`config.mk`:
```
export PLATFORM = sky130hd
export DESIGN_NAME = tchk_stim_gen
export DESIGN_NICKNAME = d
export VERILOG_FILES = /design/src/rtl/tchk_pkg.sv /design/src/rtl/tchk_phase_cnt.sv /design/src/rtl/tchk_stim_gen.sv
export SDC_FILE = /design/constraint.sdc
export NUM_CORES = 1
export LEC_CHECK = 0
export CORE_UTILIZATION = 50
export DETAILED_ROUTE_END_ITERATION = 10
export HOLD_SLACK_MARGIN = 0.08
export PLACE_DENSITY_LB_ADDON = 0.08
export SYNTH_ARGS = -nofsm -noshare
export SYNTH_HDL_FRONTEND = slang
export SYNTH_SLANG_ARGS = --single-unit
```
`constraint.sdc`:
```
create_clock -name clk -period 15.8 [get_ports clk]
set_input_delay 1.58 -clock clk [delete_from_list [all_inputs] [get_ports clk]]
set_output_delay 1.58 -clock clk [all_outputs]
set_load 0.01 [all_outputs]
```
`src/rtl/tchk_pkg.sv`:
```
// Shared types and defaults for the clock-enable timing-check stimulus generator.
package tchk_pkg;

    localparam int CNT_W_DEF  = 8;
    localparam int EDGE_W_DEF = 8;

    // Victim pin select: MODE_E wiggles E with TE as condition, MODE_TE the reverse.
    localparam logic MODE_E  = 1'b0;
    localparam logic MODE_TE = 1'b1;

    typedef enum logic [1:0] {
        IDLE = 2'd0,
        ARM  = 2'd1,
        RUN  = 2'd2,
        FIN  = 2'd3
    } state_e;

endpackage

```
`src/rtl/tchk_phase_cnt.sv`:
```
// Modulo counter 0..last that wraps to 0; clr forces the next value to 0.
// The next value is exported so the parent can register outputs that line up
// with the phase they belong to.
module tchk_phase_cnt #(
    parameter int W = 8
) (
    input  logic         clk,
    input  logic         rst,
    input  logic         clr,
    input  logic [W-1:0] last,
    output logic [W-1:0] cnt,
    output logic [W-1:0] cnt_nxt,
    output logic         wrap
);

    logic [W-1:0] cnt_q;
    logic [W-1:0] cnt_d;

    // Next count: hold at 0 while cleared, otherwise count and wrap at last.
    always_comb begin
        wrap  = (cnt_q == last);
        cnt_d = cnt_q + 1'b1;
        if (clr || wrap) begin
            cnt_d = '0;
        end
    end

    // Phase register.
    always_ff @(posedge clk or posedge rst) begin
        if (rst) begin
            cnt_q <= '0;
        end else begin
            cnt_q <= cnt_d;
        end
    end

    assign cnt     = cnt_q;
    assign cnt_nxt = cnt_d;

endmodule

```
`src/rtl/tchk_stim_gen.sv`:
```
// Burst generator for CK/E/TE setup-hold checks on clock-enable cells.
// Every output is a flop whose next value is derived from the next FSM state
// and next phase, so pins change exactly in the cycle their phase is entered.
module tchk_stim_gen
    import tchk_pkg::*;
#(
    parameter int CNT_W  = CNT_W_DEF,
    parameter int EDGE_W = EDGE_W_DEF
) (
    input  logic              clk,
    input  logic              rst,
    input  logic              start,
    input  logic              mode,
    input  logic              cond_en,
    input  logic [CNT_W-1:0]  setup_cyc,
    input  logic [CNT_W-1:0]  hold_cyc,
    input  logic [CNT_W-1:0]  period_cyc,
    input  logic [EDGE_W-1:0] num_edges,
    output logic              ck_o,
    output logic              e_o,
    output logic              te_o,
    output logic              edge_stb,
    output logic [EDGE_W-1:0] edge_cnt,
    output logic              busy,
    output logic              done,
    output logic              err
);

    // Two guard bits so setup+hold+2 never wraps.
    localparam int SW = CNT_W + 2;

    state_e state_q, state_d;

    logic              mode_q, mode_d;
    logic              cond_q, cond_d;
    logic [CNT_W-1:0]  setup_q, setup_d;
    logic [CNT_W-1:0]  hold_q, hold_d;
    logic [CNT_W-1:0]  period_q, period_d;
    logic [EDGE_W-1:0] nedge_q, nedge_d;

    logic              ck_q, ck_d;
    logic              e_q, e_d;
    logic              te_q, te_d;
    logic              stb_q, stb_d;
    logic [EDGE_W-1:0] cnt_q, cnt_d;
    logic              busy_q, busy_d;
    logic              done_q, done_d;
    logic              err_q, err_d;

    logic              accept;
    logic              cfg_ok;
    logic              ph_wrap;
    logic [CNT_W-1:0]  ph;
    logic [CNT_W-1:0]  ph_d;

    logic [SW-1:0]     ph_x, s_x, rise_ph, fall_raw, fall_ph, last_ph;
    logic              vic_low, ck_hi, stb_hit, vic, cpin;

    // Phase only advances while in RUN; entering RUN always starts at ph=0.
    tchk_phase_cnt #(.W(CNT_W)) u_ph (
        .clk     (clk),
        .rst     (rst),
        .clr     (state_q != RUN),
        .last    (period_q - 1'b1),
        .cnt     (ph),
        .cnt_nxt (ph_d),
        .wrap    (ph_wrap)
    );

    // Start acceptance, config latch and state transitions.
    always_comb begin
        state_d  = state_q;
        accept   = 1'b0;
        err_d    = 1'b0;
        mode_d   = mode_q;
        cond_d   = cond_q;
        setup_d  = setup_q;
        hold_d   = hold_q;
        period_d = period_q;
        nedge_d  = nedge_q;
        cfg_ok   = (SW'(period_cyc) >= SW'(setup_cyc) + SW'(hold_cyc) + SW'(2))
                   && (period_cyc >= CNT_W'(4));
        unique case (state_q)
            IDLE: begin
                if (start) begin
                    if (cfg_ok) begin
                        accept  = 1'b1;
                        state_d = (num_edges == '0) ? FIN : ARM;
                    end else begin
                        err_d = 1'b1;
                    end
                end
            end
            ARM:  state_d = RUN;
            RUN:  if (ph_wrap && (cnt_q == nedge_q)) state_d = FIN;
            FIN:  state_d = IDLE;
            default: state_d = IDLE;
        endcase
        if (accept) begin
            mode_d   = mode;
            cond_d   = cond_en;
            setup_d  = setup_cyc;
            hold_d   = hold_cyc;
            period_d = period_cyc;
            nedge_d  = num_edges;
        end
    end

    // Waveform decode for the next phase; CK fall is pushed to the last phase
    // when the half-period point would not come after the victim rise.
    always_comb begin
        ph_x     = SW'(ph_d);
        s_x      = SW'(setup_d);
        rise_ph  = s_x + SW'(hold_d) + SW'(1);
        fall_raw = s_x + SW'(period_d >> 1);
        last_ph  = SW'(period_d) - SW'(1);
        fall_ph  = fall_raw;
        if ((fall_raw <= rise_ph) || (fall_raw > last_ph)) begin
            fall_ph = last_ph;
        end
        vic_low = (ph_x < rise_ph);
        ck_hi   = (ph_x >= s_x) && (ph_x < fall_ph);
        stb_hit = (ph_x == s_x);
    end

    // Next values for the registered pins and status.
    always_comb begin
        vic    = 1'b1;
        cpin   = 1'b1;
        ck_d   = 1'b0;
        stb_d  = 1'b0;
        busy_d = 1'b0;
        done_d = 1'b0;
        cnt_d  = accept ? '0 : cnt_q;
        unique case (state_d)
            ARM: begin
                busy_d = 1'b1;
                cpin   = ~cond_d;
            end
            RUN: begin
                busy_d = 1'b1;
                cpin   = ~cond_d;
                vic    = ~vic_low;
                ck_d   = ck_hi;
                stb_d  = stb_hit;
                if (stb_hit && (cnt_q != nedge_d)) begin
                    cnt_d = cnt_q + 1'b1;
                end
            end
            FIN:  done_d = 1'b1;
            default: ;
        endcase
        e_d  = (mode_d == MODE_E) ? vic : cpin;
        te_d = (mode_d == MODE_E) ? cpin : vic;
    end

    // State, config and output registers.
    always_ff @(posedge clk or posedge rst) begin
        if (rst) begin
            state_q  <= IDLE;
            mode_q   <= MODE_E;
            cond_q   <= 1'b0;
            setup_q  <= '0;
            hold_q   <= '0;
            period_q <= '0;
            nedge_q  <= '0;
            ck_q     <= 1'b0;
            e_q      <= 1'b1;
            te_q     <= 1'b1;
            stb_q    <= 1'b0;
            cnt_q    <= '0;
            busy_q   <= 1'b0;
            done_q   <= 1'b0;
            err_q    <= 1'b0;
        end else begin
            state_q  <= state_d;
            mode_q   <= mode_d;
            cond_q   <= cond_d;
            setup_q  <= setup_d;
            hold_q   <= hold_d;
            period_q <= period_d;
            nedge_q  <= nedge_d;
            ck_q     <= ck_d;
            e_q      <= e_d;
            te_q     <= te_d;
            stb_q    <= stb_d;
            cnt_q    <= cnt_d;
            busy_q   <= busy_d;
            done_q   <= done_d;
            err_q    <= err_d;
        end
    end

    assign ck_o     = ck_q;
    assign e_o      = e_q;
    assign te_o     = te_q;
    assign edge_stb = stb_q;
    assign edge_cnt = cnt_q;
    assign busy     = busy_q;
    assign done     = done_q;
    assign err      = err_q;

endmodule

```
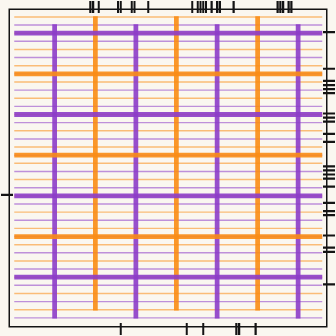
*Power grid*
Pins as bars on the die edge.
Purple marks VSS. Orange marks VDD.
38 met1 rails follow the rows. 7 straps on met4. 7 straps on met5. The core has 37 rows.

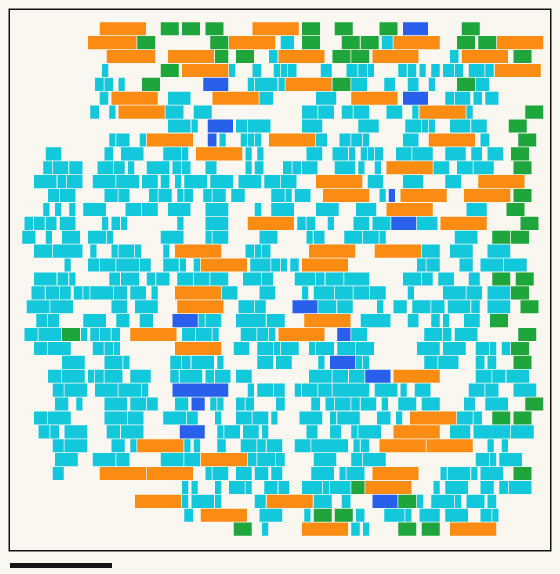
*Placed cells, one color a class*
Bar = 20 µm.
Orange marks sequential cells, cells 59. Green marks remaining buffers and delay cells, cells 53. Blue marks clock drivers and dummy loads, cells 16. Cyan marks remaining logic cells, cells 509.

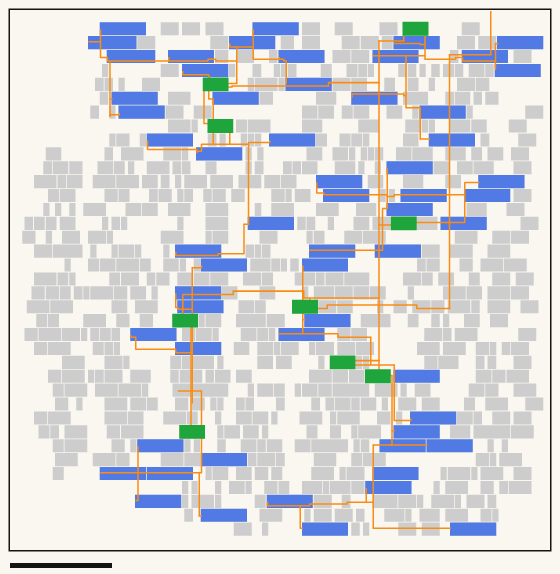
*Clock network drawn from the DEF*
Bar = 20 µm.
Green marks clock-net drivers, count 9. Orange marks clock wires, length 894 µm. Blue marks flip-flops, count 59.
There are 10 routed clock nets.

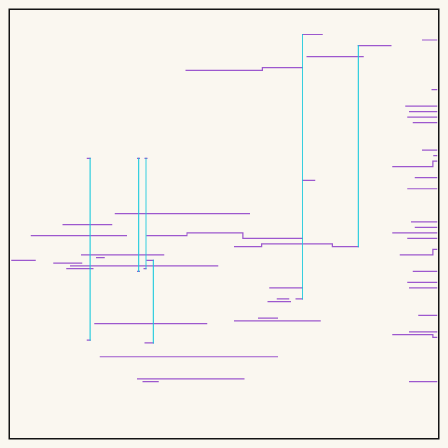
*Signal wires by layer*
Two of the layers only.
Purple marks M3, wire length 577 µm. Cyan marks M4, wire length 235 µm.
gr usage total: 0.260
final WL: 13400 µm
via count: 4328
Routed WL per cell: 17.3 µm

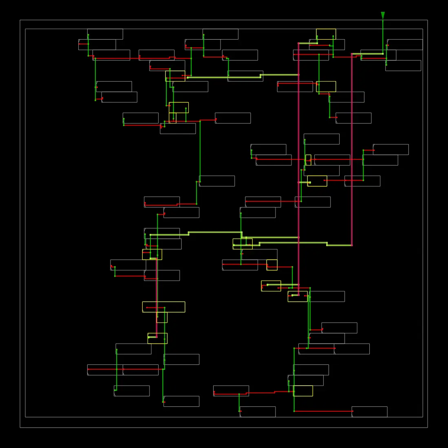
*The clock network*
Clock Sinks: 59
Layout clock buffers: 12

==> results.json <==
{
  "status": "finished clean",
  "reg2reg_slack_ns": 7.93,
  "core-area_um2": 10400,
  "fin_skew_ns": 0.00823,
  "worstPathMaxFanout": 46,
  "holdWs_ns": 0.514,
  "synthTopCellsByArea": "dfrtp_1 27%, ha_1 18%, xnor2_1 7.2%",
  "htree_levels": 3,
  "log.warning_count": 29,
  "use_met2": 0.399,
  "drt_iter0_drc": 180,
  "fin_nets": 750,
  "synthArstFlopShare": 1.00,
  "grtUsageMet3": 0.0421,
  "muxShareOfSynthArea": 0.0854,
  "placedCellCount": 757,
  "ctsHoldBuffers": 0,
  "drt-met1-wl_um": 6610,
  "start_kind": "input port",
  "rsz0062_at_grt": "no",
  "critPathMaxStageDelay_ns": 0.59,
  "grtUsageMet1": 0.373,
  "ys_sh_aoi": 0.138,
  "dp_hpwl_um": 10700,
  "nMultiInputCombCells": 456,
  "area_growth_pct": 15.9,
  "path_common_cell": "ha_1",
  "ant_nets": 0,
  "final_cell_mix": "78 x ha_1, 57 x dfrtp_1, 51 x inv_1, 51 x clkdlybuf4s50_1, 44 x xnor2_1",
  "tightest_slew_ns": 0.961,
  "clk_pin_slew_ns": 0.07,
  "overflow": 0,
  "hold_viol": 0,
  "die_w_um": 106,
  "root_buffer": "clkbuf_8",
  "grt_max_degree": 60,
  "final-clk-cell-share": 0.0330,
  "tns_ns": 0,
  "ys_sh_xor": 0.117,
  "drc": 0,
  "setup_viol": 0,
  "hold_path_depth": 2,
  "edf_count": 0,
  "synthMostInstantiatedCell": "ha_1",
  "dr_wl_met2_um": 5940,
  "combGateArea_um2": 3650,
  "crit_buf_inv": 5,
  "critPathSlowestCell": "buf_4",
  "place_ws_ns": 4.50,
  "dpl-instance-area_um2": 6020,
  "finalWeightedCongestion": 0.852,
  "min_period_ns": 10.98,
  "hold_path_end": "cond_q",
  "flops": 59,
  "buffers": 53,
  "numCtsBuffers": 9,
  "regArea_um2": 1480,
  "worst-path-stages": 43,
  "end_kind": "register",
  "io_buffers": 51,
  "antenna_found_initial": 0,
  "rr_startpoint": "state_q[0]",
  "crit_start": "setup_cyc[1]",
  "arrival_ns": 11.24,
  "syn_inst": 580,
  "synthTopCellsByCount": "78 x ha_1, 57 x dfrtp_1, 52 x inv_1",
  "syn-cell-area_um2": 5370,
  "logic_family": "adder cells",
  "grt_pass1_vias": 4412,
  "via_per_inst": 5.60,
  "drv_cap": 0
}
